File: src/rtl/rf_pkg.sv
`default_nettype none
// +----------------------------------------------------------------------+
// | rf_pkg : shared widths, entry type and source encoding for the       |
// |          register-file writeback buffer.              Rev 1.0        |
// +----------------------------------------------------------------------+
package rf_pkg;

  localparam int ADDR_W = 5;
  localparam int DATA_W = 32;

  localparam logic [ADDR_W-1:0] REG_ZERO = '0;

  typedef struct packed {
    logic [ADDR_W-1:0] rd;
    logic [DATA_W-1:0] data;
  } wb_entry_t;

  typedef enum logic {
    SRC_ALU = 1'b0,
    SRC_LSU = 1'b1
  } wb_src_e;

endpackage
`default_nettype wire

File: src/rtl/rf_wb_fifo.sv
`default_nettype none
// +----------------------------------------------------------------------+
// | rf_wb_fifo : in-order writeback FIFO with youngest-match forwarding. |
// |                                                       Rev 1.0        |
// +----------------------------------------------------------------------+
module rf_wb_fifo
  import rf_pkg::*;
#(
  parameter int DEPTH = 4
) (
  input  logic              clk,
  input  logic              rst_n,
  input  logic              push_i,
  input  wb_entry_t         push_entry_i,
  output wb_entry_t         head_o,
  output logic              head_valid_o,
  output logic              empty_o,
  output logic              full_o,
  input  logic [ADDR_W-1:0] q_rs1_i,
  input  logic [ADDR_W-1:0] q_rs2_i,
  output logic              fwd1_hit_o,
  output logic [DATA_W-1:0] fwd1_data_o,
  output logic              fwd2_hit_o,
  output logic [DATA_W-1:0] fwd2_data_o
);

  localparam int PTR_W = $clog2(DEPTH);
  localparam int CNT_W = PTR_W + 1;

  wb_entry_t        mem_q [DEPTH];
  logic [PTR_W-1:0] wr_ptr_q, wr_ptr_d;
  logic [PTR_W-1:0] rd_ptr_q, rd_ptr_d;
  logic [CNT_W-1:0] count_q, count_d;
  logic             pop;
  logic             do_push;

  // Vectors below are indexed by age: element 0 is the head, higher is younger.
  wb_entry_t        age_entry [DEPTH];
  logic [DEPTH-1:0] age_valid;
  logic [DEPTH-1:0] match1;
  logic [DEPTH-1:0] match2;

  assign empty_o      = (count_q == '0);
  assign full_o       = (count_q == CNT_W'(DEPTH));
  assign pop          = !empty_o;
  assign do_push      = push_i && !full_o;
  assign head_valid_o = !empty_o;
  assign head_o       = head_valid_o ? age_entry[0] : '0;

  always_comb begin
    wr_ptr_d = wr_ptr_q;
    rd_ptr_d = rd_ptr_q;
    count_d  = count_q;
    if (do_push) wr_ptr_d = wr_ptr_q + PTR_W'(1);
    if (pop)     rd_ptr_d = rd_ptr_q + PTR_W'(1);
    case ({do_push, pop})
      2'b10:   count_d = count_q + CNT_W'(1);
      2'b01:   count_d = count_q - CNT_W'(1);
      default: count_d = count_q;
    endcase
  end

  always_ff @(posedge clk or negedge rst_n) begin
    if (!rst_n) begin
      wr_ptr_q <= '0;
      rd_ptr_q <= '0;
      count_q  <= '0;
    end else begin
      wr_ptr_q <= wr_ptr_d;
      rd_ptr_q <= rd_ptr_d;
      count_q  <= count_d;
    end
  end

  // Storage needs no reset: every read is qualified by the count.
  always_ff @(posedge clk) begin
    if (do_push) mem_q[wr_ptr_q] <= push_entry_i;
  end

  for (genvar k = 0; k < DEPTH; k++) begin : g_age
    assign age_entry[k] = mem_q[rd_ptr_q + PTR_W'(k)];
    assign age_valid[k] = (CNT_W'(k) < count_q);
    assign match1[k]    = age_valid[k] && (q_rs1_i != REG_ZERO) && (age_entry[k].rd == q_rs1_i);
    assign match2[k]    = age_valid[k] && (q_rs2_i != REG_ZERO) && (age_entry[k].rd == q_rs2_i);
  end

  always_comb begin
    fwd1_hit_o  = |match1;
    fwd2_hit_o  = |match2;
    fwd1_data_o = '0;
    fwd2_data_o = '0;
    // Ascending age scan: the last (youngest) match overrides older ones.
    for (int k = 0; k < DEPTH; k++) begin
      if (match1[k]) fwd1_data_o = age_entry[k].data;
      if (match2[k]) fwd2_data_o = age_entry[k].data;
    end
  end

endmodule
`default_nettype wire

File: src/rtl/rf_writeback_buffer.sv
`default_nettype none
// +----------------------------------------------------------------------+
// | rf_writeback_buffer : round-robin ALU/LSU writeback arbiter feeding  |
// |                       the register file through rf_wb_fifo. Rev 1.0  |
// +----------------------------------------------------------------------+
module rf_writeback_buffer
  import rf_pkg::*;
#(
  parameter int DEPTH  = 4,
  parameter int DATA_W = 32,
  parameter int ADDR_W = 5
) (
  input  logic              clk,
  input  logic              rst_n,
  input  logic              alu_valid,
  input  logic [ADDR_W-1:0] alu_rd,
  input  logic [DATA_W-1:0] alu_data,
  output logic              alu_ready,
  input  logic              lsu_valid,
  input  logic [ADDR_W-1:0] lsu_rd,
  input  logic [DATA_W-1:0] lsu_data,
  output logic              lsu_ready,
  output logic [ADDR_W-1:0] RD,
  output logic              wr_en_RF,
  output logic [DATA_W-1:0] Data_In_RF,
  input  logic [ADDR_W-1:0] q_rs1,
  input  logic [ADDR_W-1:0] q_rs2,
  output logic              fwd1_hit,
  output logic [DATA_W-1:0] fwd1_data,
  output logic              fwd2_hit,
  output logic [DATA_W-1:0] fwd2_data,
  output logic              empty,
  output logic              full
);

  wb_src_e   prio_q, prio_d;
  logic      grant_alu, grant_lsu;
  logic      push;
  wb_entry_t push_entry;
  wb_entry_t head;
  logic      head_valid;

  always_comb begin
    grant_alu = 1'b0;
    grant_lsu = 1'b0;
    if (alu_valid && lsu_valid) begin
      grant_alu = (prio_q == SRC_ALU);
      grant_lsu = (prio_q == SRC_LSU);
    end else begin
      grant_alu = alu_valid;
      grant_lsu = lsu_valid;
    end
  end

  // rst_n gates ready so nothing handshakes while reset is held.
  assign alu_ready = rst_n && !full && grant_alu;
  assign lsu_ready = rst_n && !full && grant_lsu;

  always_comb begin
    prio_d     = prio_q;
    push_entry = {alu_rd, alu_data};
    if (alu_ready) begin
      prio_d = SRC_LSU;
    end else if (lsu_ready) begin
      prio_d     = SRC_ALU;
      push_entry = {lsu_rd, lsu_data};
    end
  end

  // Writes to register 0 complete the handshake but are never buffered.
  assign push = (alu_ready || lsu_ready) && (push_entry.rd != REG_ZERO);

  always_ff @(posedge clk or negedge rst_n) begin
    if (!rst_n) prio_q <= SRC_ALU;
    else        prio_q <= prio_d;
  end

  rf_wb_fifo #(
    .DEPTH (DEPTH)
  ) u_fifo (
    .clk          (clk),
    .rst_n        (rst_n),
    .push_i       (push),
    .push_entry_i (push_entry),
    .head_o       (head),
    .head_valid_o (head_valid),
    .empty_o      (empty),
    .full_o       (full),
    .q_rs1_i      (q_rs1),
    .q_rs2_i      (q_rs2),
    .fwd1_hit_o   (fwd1_hit),
    .fwd1_data_o  (fwd1_data),
    .fwd2_hit_o   (fwd2_hit),
    .fwd2_data_o  (fwd2_data)
  );

  assign wr_en_RF   = head_valid;
  assign RD         = head.rd;
  assign Data_In_RF = head.data;

endmodule
`default_nettype wire

File: config.mk
export PLATFORM = sky130hd
export DESIGN_NAME = rf_writeback_buffer
export DESIGN_NICKNAME = d
export VERILOG_FILES = /design/src/rtl/rf_pkg.sv /design/src/rtl/rf_wb_fifo.sv /design/src/rtl/rf_writeback_buffer.sv
export SDC_FILE = /design/constraint.sdc
export NUM_CORES = 1
export LEC_CHECK = 0
export ABC_AREA = 1
export CAP_MARGIN = 10
export CORE_UTILIZATION = 35
export DETAILED_ROUTE_END_ITERATION = 10
export GPL_TIMING_DRIVEN = 0
export MAX_ROUTING_LAYER = met4
export RECOVER_POWER = 25
export SYNTH_ARGS = -nofsm -noshare
export SYNTH_HDL_FRONTEND = slang
export SYNTH_HIERARCHICAL = 1
export SYNTH_SLANG_ARGS = --single-unit
File: constraint.sdc
create_clock -name clk -period 6.35 [get_ports clk]
set_clock_uncertainty 0.1 [all_clocks]
set_input_delay 1.905 -clock clk [delete_from_list [all_inputs] [get_ports clk]]
set_output_delay 1.905 -clock clk [all_outputs]
set_load 0.005 [all_outputs]
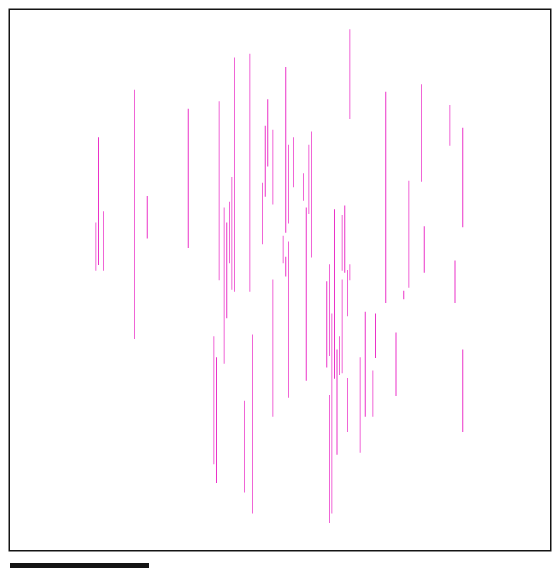
*Met4 routing, run 1*
Scale bar: 50 um.
- nets with wire on the layer: 50
- share of all routed wire: 3.9%

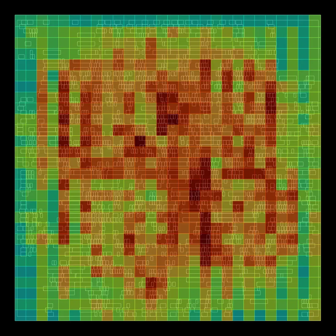
*Track usage over the die, run 1*
wire length per cell after detailed routing: 19.6 um
final standard cell utilization of the core: 45.3%
Global Route met2 Usage: 43.6%

==> flow_summary.yaml, run 1 <==
# physical design summary
cells_and_area:
  largest_register_ffs: 148
  sh_seq_area_pct: 28.6
power:
  p_seq_share_pct: 16.4
  power.switching_fraction_pct: 53.2
  pwr-share-comb_pct: 71.5
  power.leakage_nw: 7.43
  power.net_switching_mw: 4.62
  power-top-group: "combinational logic"
synth:
  synth.logic.top_family: "simple AND/OR/NAND/NOR gates"
  postSynth.asyncResetShare_pct: 5.13
die:
  placement_rows: 69
  fp.dieArea_um2: 37500
critical_path:
  cp_max_fo: 10
  worst_path_max_delay_cell: "sky130_fd_sc_hd__clkdlybuf4s50_1"
clock_network:
  post_cts_buffers: 3
  cts_tree: "done"
place:
  place_hpwl_um: 38600
worst_hold_path:
  min_to: "u_fifo/count_q[1]$_DFFE_PN0P_"
status:
  outcome: "finished, final reports clean"
drt:
  first_iter_violations: 1740
  post_drt_via_cell_ratio: 5.41
  dr_wl_met3_um: 5410
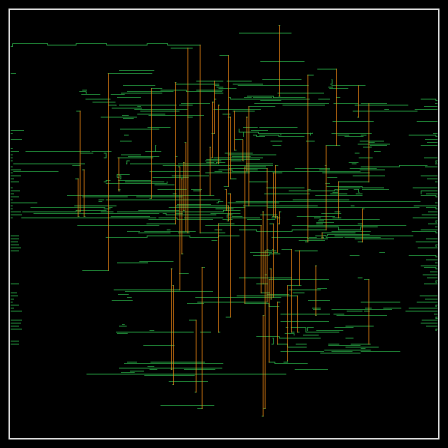
*Metal layers overlaid, run 1*
Only two layers are drawn.
- M3: green (wire length 5410 um)
- M4: orange (wire length 2100 um)
routed wire length: 53700 um
total routing resource utilization after global routing: 28.8%
via count: 14814

### Where the registers sit, run 1

Scale bar: 50 um.
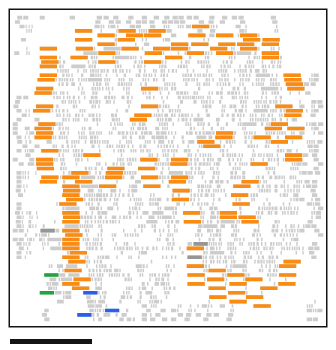

--- run 2 (diff from run 1) ---
--- a/config.mk
+++ b/config.mk
@@ -9,6 +9,7 @@
 export CAP_MARGIN = 10
 export CORE_UTILIZATION = 35
 export DETAILED_ROUTE_END_ITERATION = 10
+export GPL_ROUTABILITY_DRIVEN = 0
 export GPL_TIMING_DRIVEN = 0
 export MAX_ROUTING_LAYER = met4
 export RECOVER_POWER = 25
==> constraint.sdc (replaced) <==
create_clock -name clk -period 7.5 [get_ports clk]
set_clock_uncertainty 0.1 [all_clocks]
set_input_delay 2.25 -clock clk [delete_from_list [all_inputs] [get_ports clk]]
set_output_delay 2.25 -clock clk [all_outputs]
set_load 0.005 [all_outputs]
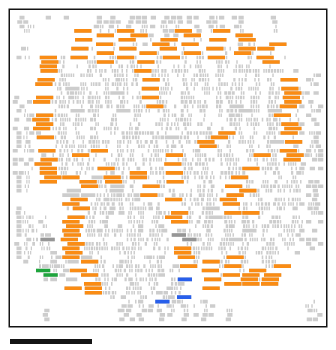
*Where the registers sit, run 2*
Scale bar: 50 um.
- u_fifo/count_q: blue (flops 3)
- u_fifo/mem_q: orange (flops 148; where all over the die)
- u_fifo/wr_ptr_q: green (flops 2)

==> flow_summary.yaml, run 2 <==
# physical design summary
global_routing:
  gr-usage-all-layers_pct: 28.5
  use_met2_pct: 43.4
status:
  outcome: "finished, final reports clean"
die:
  fp.dieArea_um2: 37500
  placement_rows: 69
timing:
  final.setup.worst_slack_ps: 122
power:
  p_seq_share_pct: 16.7
  power.leakage_nw: 7.33
  pwr-share-comb_pct: 71.1
  power.switching_fraction_pct: 54.0
drt:
  dr_wl_met3_um: 5520
  routed_wire_length_per_instance_um: 19.2
clock_network:
  cts_tree: "done"
synth:
  synth.logic.top_family: "simple AND/OR/NAND/NOR gates"
  postSynth.asyncResetShare_pct: 5.13
critical_path:
  cp_max_fo: 10
cells_and_area:
  sh_seq_area_pct: 28.9
  final_core_utilization_pct: 44.8
  largest_register_ffs: 148
worst_hold_path:
  min_to: "u_fifo/count_q[1]$_DFFE_PN0P_"
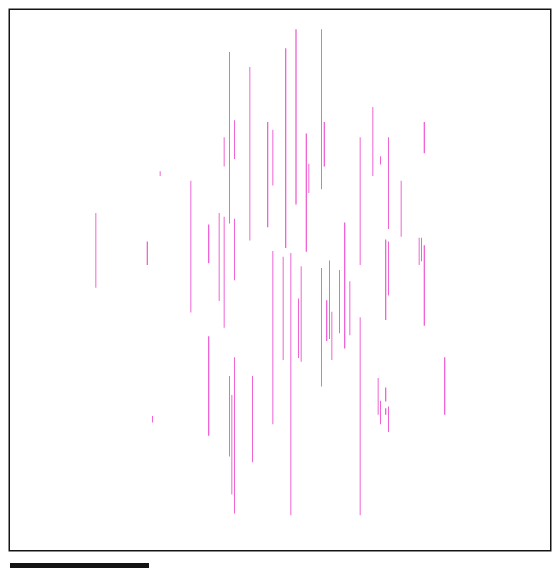
*Met4 routing, run 2*
Scale bar: 50 um.
via count: 14794
routed wire length: 52600 um

No activity file was given, so power comes from the tool's default toggle rates.
